Figure 1. Sequential cells grouped by signal name.
The bar under the picture is 50 um long. Other sequential cells in the stronger gray, the rest of the logic in the fainter gray.
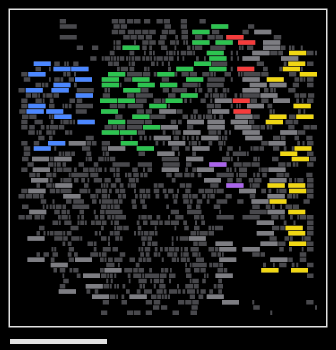
Figure 2. M3 wires.
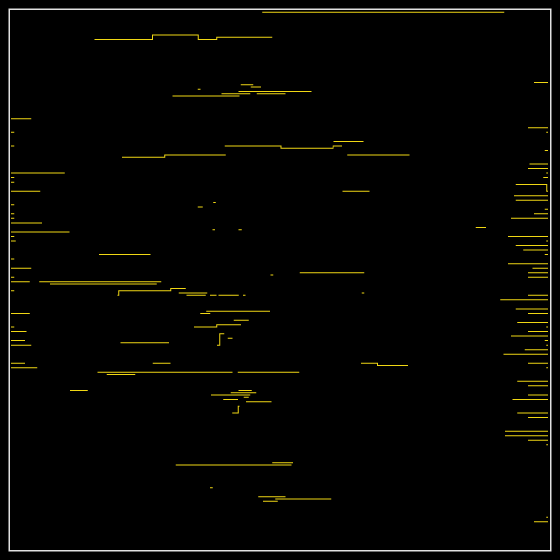
Figure 3. Track usage over the die.
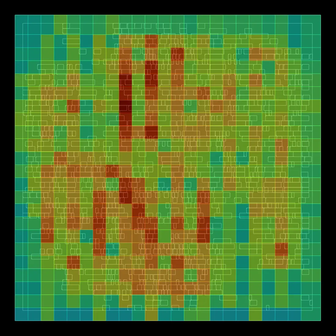
$ cat src/rtl/xadc_bram_reader.sv
// rtl/xadc_bram_reader.sv - XADC sample-table scanner: BRAM read initiator feeding an AXI-Stream master
// Optional feature macro: XADC_BRAM_READER_SEQ_EN adds m_axis_tuser carrying the scan sequence number.
module xadc_bram_reader #(
  parameter int ADDR_WIDTH = 5,
  parameter int DATA_WIDTH = 16
) (
  input  logic                  aclk,
  input  logic                  aresetn,
  input  logic [31:0]           cfg_mask,
  input  logic [31:0]           cfg_period,
  output logic                  b_bram_clk,
  output logic                  b_bram_rst,
  output logic                  b_bram_en,
  output logic [ADDR_WIDTH-1:0] b_bram_addr,
  input  logic [DATA_WIDTH-1:0] b_bram_rdata,
  output logic [23:0]           m_axis_tdata,
  output logic                  m_axis_tvalid,
  output logic                  m_axis_tlast,
  input  logic                  m_axis_tready,
`ifdef XADC_BRAM_READER_SEQ_EN
  output logic [7:0]            m_axis_tuser,
`endif
  output logic [15:0]           sts_overrun,
  output logic                  sts_busy
);

  typedef enum logic [1:0] {ST_IDLE, ST_SCAN, ST_DRAIN} state_t;

  // tdata = {zero pad, address, sample}; a FIFO entry prepends the last flag
  localparam int PAD_W = 24 - ADDR_WIDTH - DATA_WIDTH;
  localparam logic [ADDR_WIDTH-1:0] ADDR_ONE = ADDR_WIDTH'(1);

  state_t                state_q, state_d;
  logic [31:0]           cnt_q, cnt_d;
  logic [31:0]           mask_q, mask_d;
  logic [ADDR_WIDTH-1:0] last_addr_q, last_addr_d;
  logic [ADDR_WIDTH-1:0] scan_addr_q, scan_addr_d;
  // read issue stage (drives the BRAM port)
  logic                  en_q, en_d;
  logic [ADDR_WIDTH-1:0] addr_q, addr_d;
  logic                  en_last_q, en_last_d;
  // read return stage (b_bram_rdata valid this cycle)
  logic                  vld_q, vld_d;
  logic [ADDR_WIDTH-1:0] vld_addr_q, vld_addr_d;
  logic                  vld_last_q, vld_last_d;
  // 2-entry output FIFO, ent0 is the head
  logic [24:0]           ent0_q, ent0_d, ent1_q, ent1_d;
  logic [1:0]            fcnt_q, fcnt_d;
  logic [15:0]           ovr_q, ovr_d;
`ifdef XADC_BRAM_READER_SEQ_EN
  logic [7:0]            seq_q, seq_d;
  logic [7:0]            tuser_q, tuser_d;
`endif

  logic                  tick;
  logic                  push;
  logic                  pop;
  logic                  can_issue;
  logic                  sel;
  logic [ADDR_WIDTH-1:0] hi_addr;
  logic [24:0]           din;

  assign b_bram_clk    = aclk;
  assign b_bram_rst    = ~aresetn;
  assign b_bram_en     = en_q;
  assign b_bram_addr   = addr_q;
  assign m_axis_tvalid = (fcnt_q != 2'd0);
  assign m_axis_tdata  = ent0_q[23:0];
  assign m_axis_tlast  = ent0_q[24];
  assign sts_overrun   = ovr_q;
  assign sts_busy      = (state_q != ST_IDLE);
`ifdef XADC_BRAM_READER_SEQ_EN
  assign m_axis_tuser  = tuser_q;
`endif

  // Next-state logic: period counter, scan FSM, read pipeline, output FIFO, status
  always_comb begin
    state_d     = state_q;
    cnt_d       = cnt_q;
    mask_d      = mask_q;
    last_addr_d = last_addr_q;
    scan_addr_d = scan_addr_q;
    en_d        = 1'b0;
    addr_d      = addr_q;
    en_last_d   = en_last_q;
    vld_d       = en_q;
    vld_addr_d  = addr_q;
    vld_last_d  = en_last_q;
    ent0_d      = ent0_q;
    ent1_d      = ent1_q;
    fcnt_d      = fcnt_q;
    ovr_d       = ovr_q;
`ifdef XADC_BRAM_READER_SEQ_EN
    seq_d       = seq_q;
    tuser_d     = tuser_q;
`endif
    tick        = 1'b0;
    hi_addr     = '0;

    // Period counter; a shrunken period that the counter already passed restarts it without a tick
    if (cfg_period == 32'd0) begin
      cnt_d = '0;
    end else if (cnt_q == cfg_period - 32'd1) begin
      cnt_d = '0;
      tick  = 1'b1;
    end else if (cnt_q >= cfg_period) begin
      cnt_d = '0;
    end else begin
      cnt_d = cnt_q + 32'd1;
    end

    for (int i = 0; i < 32; i++) begin
      if (cfg_mask[i]) hi_addr = ADDR_WIDTH'(i);
    end

    pop  = m_axis_tvalid & m_axis_tready;
    push = vld_q;
    din  = {vld_last_q, {PAD_W{1'b0}}, vld_addr_q, b_bram_rdata};
    // Reads in flight plus FIFO occupancy may never exceed the 2 FIFO slots
    can_issue = ({1'b0, fcnt_q} + {2'b00, en_q} + {2'b00, vld_q}) < (3'd2 + {2'b00, pop});
    sel       = mask_q[scan_addr_q];

    if (tick && (state_q != ST_IDLE) && (ovr_q != 16'hFFFF)) begin
      ovr_d = ovr_q + 16'd1;
    end

    case (state_q)
      ST_IDLE: begin
        if (tick && (cfg_mask != 32'd0)) begin
          state_d     = ST_SCAN;
          mask_d      = cfg_mask;
          last_addr_d = hi_addr;
          scan_addr_d = '0;
`ifdef XADC_BRAM_READER_SEQ_EN
          tuser_d     = seq_q;
          seq_d       = seq_q + 8'd1;
`endif
        end
      end
      ST_SCAN: begin
        // Unselected addresses are skipped at once; selected ones wait for FIFO room
        if (!sel || can_issue) begin
          if (sel) begin
            en_d      = 1'b1;
            addr_d    = scan_addr_q;
            en_last_d = (scan_addr_q == last_addr_q);
          end
          if (scan_addr_q == last_addr_q) begin
            state_d = ST_DRAIN;
          end else begin
            scan_addr_d = scan_addr_q + ADDR_ONE;
          end
        end
      end
      ST_DRAIN: begin
        if (!en_q && !vld_q && (fcnt_q == 2'd0)) begin
          state_d = ST_IDLE;
        end
      end
      default: state_d = ST_IDLE;
    endcase

    // FIFO: head stays put while stalled, so tdata/tlast hold under backpressure
    case ({push, pop})
      2'b10: begin
        if (fcnt_q == 2'd0) ent0_d = din;
        else                ent1_d = din;
        fcnt_d = fcnt_q + 2'd1;
      end
      2'b01: begin
        ent0_d = ent1_q;
        fcnt_d = fcnt_q - 2'd1;
      end
      2'b11: begin
        if (fcnt_q == 2'd1) begin
          ent0_d = din;
        end else begin
          ent0_d = ent1_q;
          ent1_d = din;
        end
      end
      default: ;
    endcase
  end

  // State registers; asynchronous reset aborts any scan in progress
  always_ff @(posedge aclk or negedge aresetn) begin
    if (!aresetn) begin
      state_q     <= ST_IDLE;
      cnt_q       <= '0;
      mask_q      <= '0;
      last_addr_q <= '0;
      scan_addr_q <= '0;
      en_q        <= 1'b0;
      addr_q      <= '0;
      en_last_q   <= 1'b0;
      vld_q       <= 1'b0;
      vld_addr_q  <= '0;
      vld_last_q  <= 1'b0;
      ent0_q      <= '0;
      ent1_q      <= '0;
      fcnt_q      <= '0;
      ovr_q       <= '0;
`ifdef XADC_BRAM_READER_SEQ_EN
      seq_q       <= '0;
      tuser_q     <= '0;
`endif
    end else begin
      state_q     <= state_d;
      cnt_q       <= cnt_d;
      mask_q      <= mask_d;
      last_addr_q <= last_addr_d;
      scan_addr_q <= scan_addr_d;
      en_q        <= en_d;
      addr_q      <= addr_d;
      en_last_q   <= en_last_d;
      vld_q       <= vld_d;
      vld_addr_q  <= vld_addr_d;
      vld_last_q  <= vld_last_d;
      ent0_q      <= ent0_d;
      ent1_q      <= ent1_d;
      fcnt_q      <= fcnt_d;
      ovr_q       <= ovr_d;
`ifdef XADC_BRAM_READER_SEQ_EN
      seq_q       <= seq_d;
      tuser_q     <= tuser_d;
`endif
    end
  end

endmodule
$ cat config.mk
export PLATFORM = sky130hd
export DESIGN_NAME = xadc_bram_reader
export DESIGN_NICKNAME = d
export VERILOG_FILES = /design/src/rtl/xadc_bram_reader.sv
export SDC_FILE = /design/constraint.sdc
export NUM_CORES = 1
export LEC_CHECK = 0
export CAP_MARGIN = 20
export CELL_PAD_IN_SITES_DETAIL_PLACEMENT = 0
export CELL_PAD_IN_SITES_GLOBAL_PLACEMENT = 1
export CORE_MARGIN = 4
export CORE_UTILIZATION = 39
export DETAILED_ROUTE_END_ITERATION = 10
export PLACE_DENSITY = 0.76
export SLEW_MARGIN = 20
export SYNTH_ARGS = -nofsm -noshare
export SYNTH_HDL_FRONTEND = slang
export SYNTH_SLANG_ARGS = --single-unit
$ cat constraint.sdc
create_clock -name aclk -period 7.2 [get_ports aclk]
set_clock_uncertainty 0.15 [all_clocks]
set_input_delay 1.44 -clock aclk [delete_from_list [all_inputs] [get_ports aclk]]
set_output_delay 1.44 -clock aclk [all_outputs]
set_load 0.02 [all_outputs]
==> results.txt <==
flow finished, numbers: family with the most delay on the worst path=buffers and inverters, Min-Delay Path Class=flip-flop to flip-flop, final net count=approximately 1,200, Switching Share=33.7%, MaxCap Viol Count=0, Netlist cell types=just over 60, clock network power share=a little under two fifths, TritonCTS clock tree=yes, worst hold start=en_last_q$_DFFE_PN0P_, final setup vio count=0, Die Size=~26,000 um^2, Cell Area, Synth=just over 9000 um^2, Critical Path Max Stage Delay=about 0.52 ns, status=finished, final reports clean, Most Frequent Cell on Critical Path=clkbuf_16, Post-synth regs=approximately 150, Seq Cell Count=roughly 150, Placed Cells=between 1,000 and 1,500, Clock buf/inv share=slightly above 6%, R2R Path Start=cnt_q[29]$_DFF_PN0_, mi-comb count=a little over 700, CP Buf/Inv Count=3, die width=about 160 um, Clk. pwr=~0.001 W, layout cells sized above 1=a little over 10%, Max-slew headroom=between 30% and 40%, Tap Count=approximately 320, vias per cell=roughly 5.3, crit path DAT=between 4 and 5 ns, DRT met1 WL=about 11 mm, largest class=logic gates, num ports=134, inverters=about 62, Area Growth Syn to Fin=24.8%, leading area contributor after synthesis=dfrtp_1, fraction of the mapped netlist area in simple logic gates=between 20% and 30%, final instance area=around 12,000 um^2, Area after DPL=about 11,000 um^2, Synth top cells by count=dfrtp_1 (152), nand2_1 (96), inv_1 (62), Internal=about 0.0018 W, largest registers=cnt_q (32), mask_q (32), Top cells excl fill/tap=dfrtp_1 (152), clkdlybuf4s50_1 (129), nand2_1 (96), pwr dens=233 nW/um^2, FF-to-FF path depth=10, VDD IR max=0.164 mV, flip-flops with a built-in enable=0, Hold Path End=vld_last_q$_DFF_PN0_, DR iter-0 viols=between 400 and 500, Fin. Hold Viols=0, critical path depth in cells=3, Repair and plain buffers=around 140, Chip Area, Yosys=just over 9000 um^2, Resize count post-CTS=0, Layout Cells excl Fill=between 1,000 and 1,500, largest cells by area after synthesis=dfrtp_1 (41%), mux2_2 (5.8%), ha_1 (5.8%), xnor2_1 (4.6%), nand2_1 (3.9%), 1st-pass router iterations=5, first-pass GRT wire length=a little under 40 mm, FP Core Util=about two fifths, Critical path origin=aclk, Async S/R FF share, synth=100%, post-route setup slack=roughly 1.2 ns, Max FO, Critical Path=2, Least-Margin Pin Slew=a little over 0.9 ns, unrepaired setup endpoints after global routing=no, cells in synth_stat.txt=960, # clk buffers=21, Diodes inserted=0, met2 WL=about 11 mm, Final Max Tran Viols=0, DRT antenna net count=0, Main logic family=simple AND/OR/NAND/NOR gates, final-layout non-clock buffer area share=between 10% and 20%, FP Rows=~56, CTS clk-pin slew, worst paths=0.07 ns, combinational logic power=about 0.00066 W, Synth top area share=just over 40%, CP max stage cell=clkdlybuf4s50_1, post-CTS setup buffer count=0, FF-to-FF End=scan_addr_q[4]$_DFFE_PN0P_, count of tool warnings=31, combinational share of cell area=44.0%, Core Region=23,400 um^2, sequential share of power=37.9%, synthesized area per cell=9.66 um^2, Power Total=~0.0027 W, r2r setup slk=between 3 and 4 ns, initial antenna violation count=0, Sw Pwr=between 0.0009 and 0.001 W, DRC Markers=0, Ys Warns=0, clk ins delay skew pair=approximately 0.54 ns, sequential element share of the synthesized area=approximately two fifths, crit-path cells=clkbuf_16, clkbuf_16, clkdlybuf4s50_1, largest net degree at the start of global routing=~94, Die Ht=162 um, dpl ws=~1.3 ns, GR Layer Usage met3=between 4 and 5%, yosys aoi share=between 10 and 15%, CP Class=clock port to primary output, MI comb area=5090 um^2, gpl congestion=between 0.8 and 0.9, Fin Hold WS=approximately 0.24 ns, number of global-route vias before repair=7,573, routed wl met3=1.11 mm, DR top layer=met4, most numerous logic cell after layout=dfrtp_1, HPWL after detailed placement=approximately 18 mm, leakage power=roughly 5.2 nW, final setup TNS=0 ns, Fillers=roughly 2,200, type of origin of the critical path=clock port, GRT Residual Overflow=0, Largest Pwr Group=sequential cells, hold buffers post-CTS=0, MUX area fraction=about 9%, most common cell in the netlist=dfrtp_1, XOR/XNOR Area Share=8.50%, Crit. End Element=primary output, IO buf count=130, Synth Flop Type=dfrtp_1, fa+ha+maj area frac=6.02%, gate count after technology mapping=around 960
About Figure 1:
legend:
  ent0_q:
    color: yellow
    flops: 22
  sts_overrun:
    color: blue
    flops: 16
    where: upper left
  mask_q:
    color: green
    flops: 32
    where: top center
  fcnt_q:
    color: purple
    flops: 2
  b_bram_addr:
    color: red
    flops: 5
    where: upper right
final core occ: 49.4%
P_seq: 0.00102 W
fraction of area in registers: 32.9%
Storage cell area: 3800 um^2

About Figure 2:
longest straight run: 72.5 um
wire length on this layer: 1,110 um
share of all routed wire: 4.6%
Via Count: 7,507
total wire length: 23.9 mm

About Figure 3:
Total Routing Usage GR: 18.7%
routed len/inst: 16.9 um
GR Util met2: 29.2%
grt peak-use layer: met2
met1 Track Usage GR: 26.2%

Power is estimated from default activity; no workload was simulated.
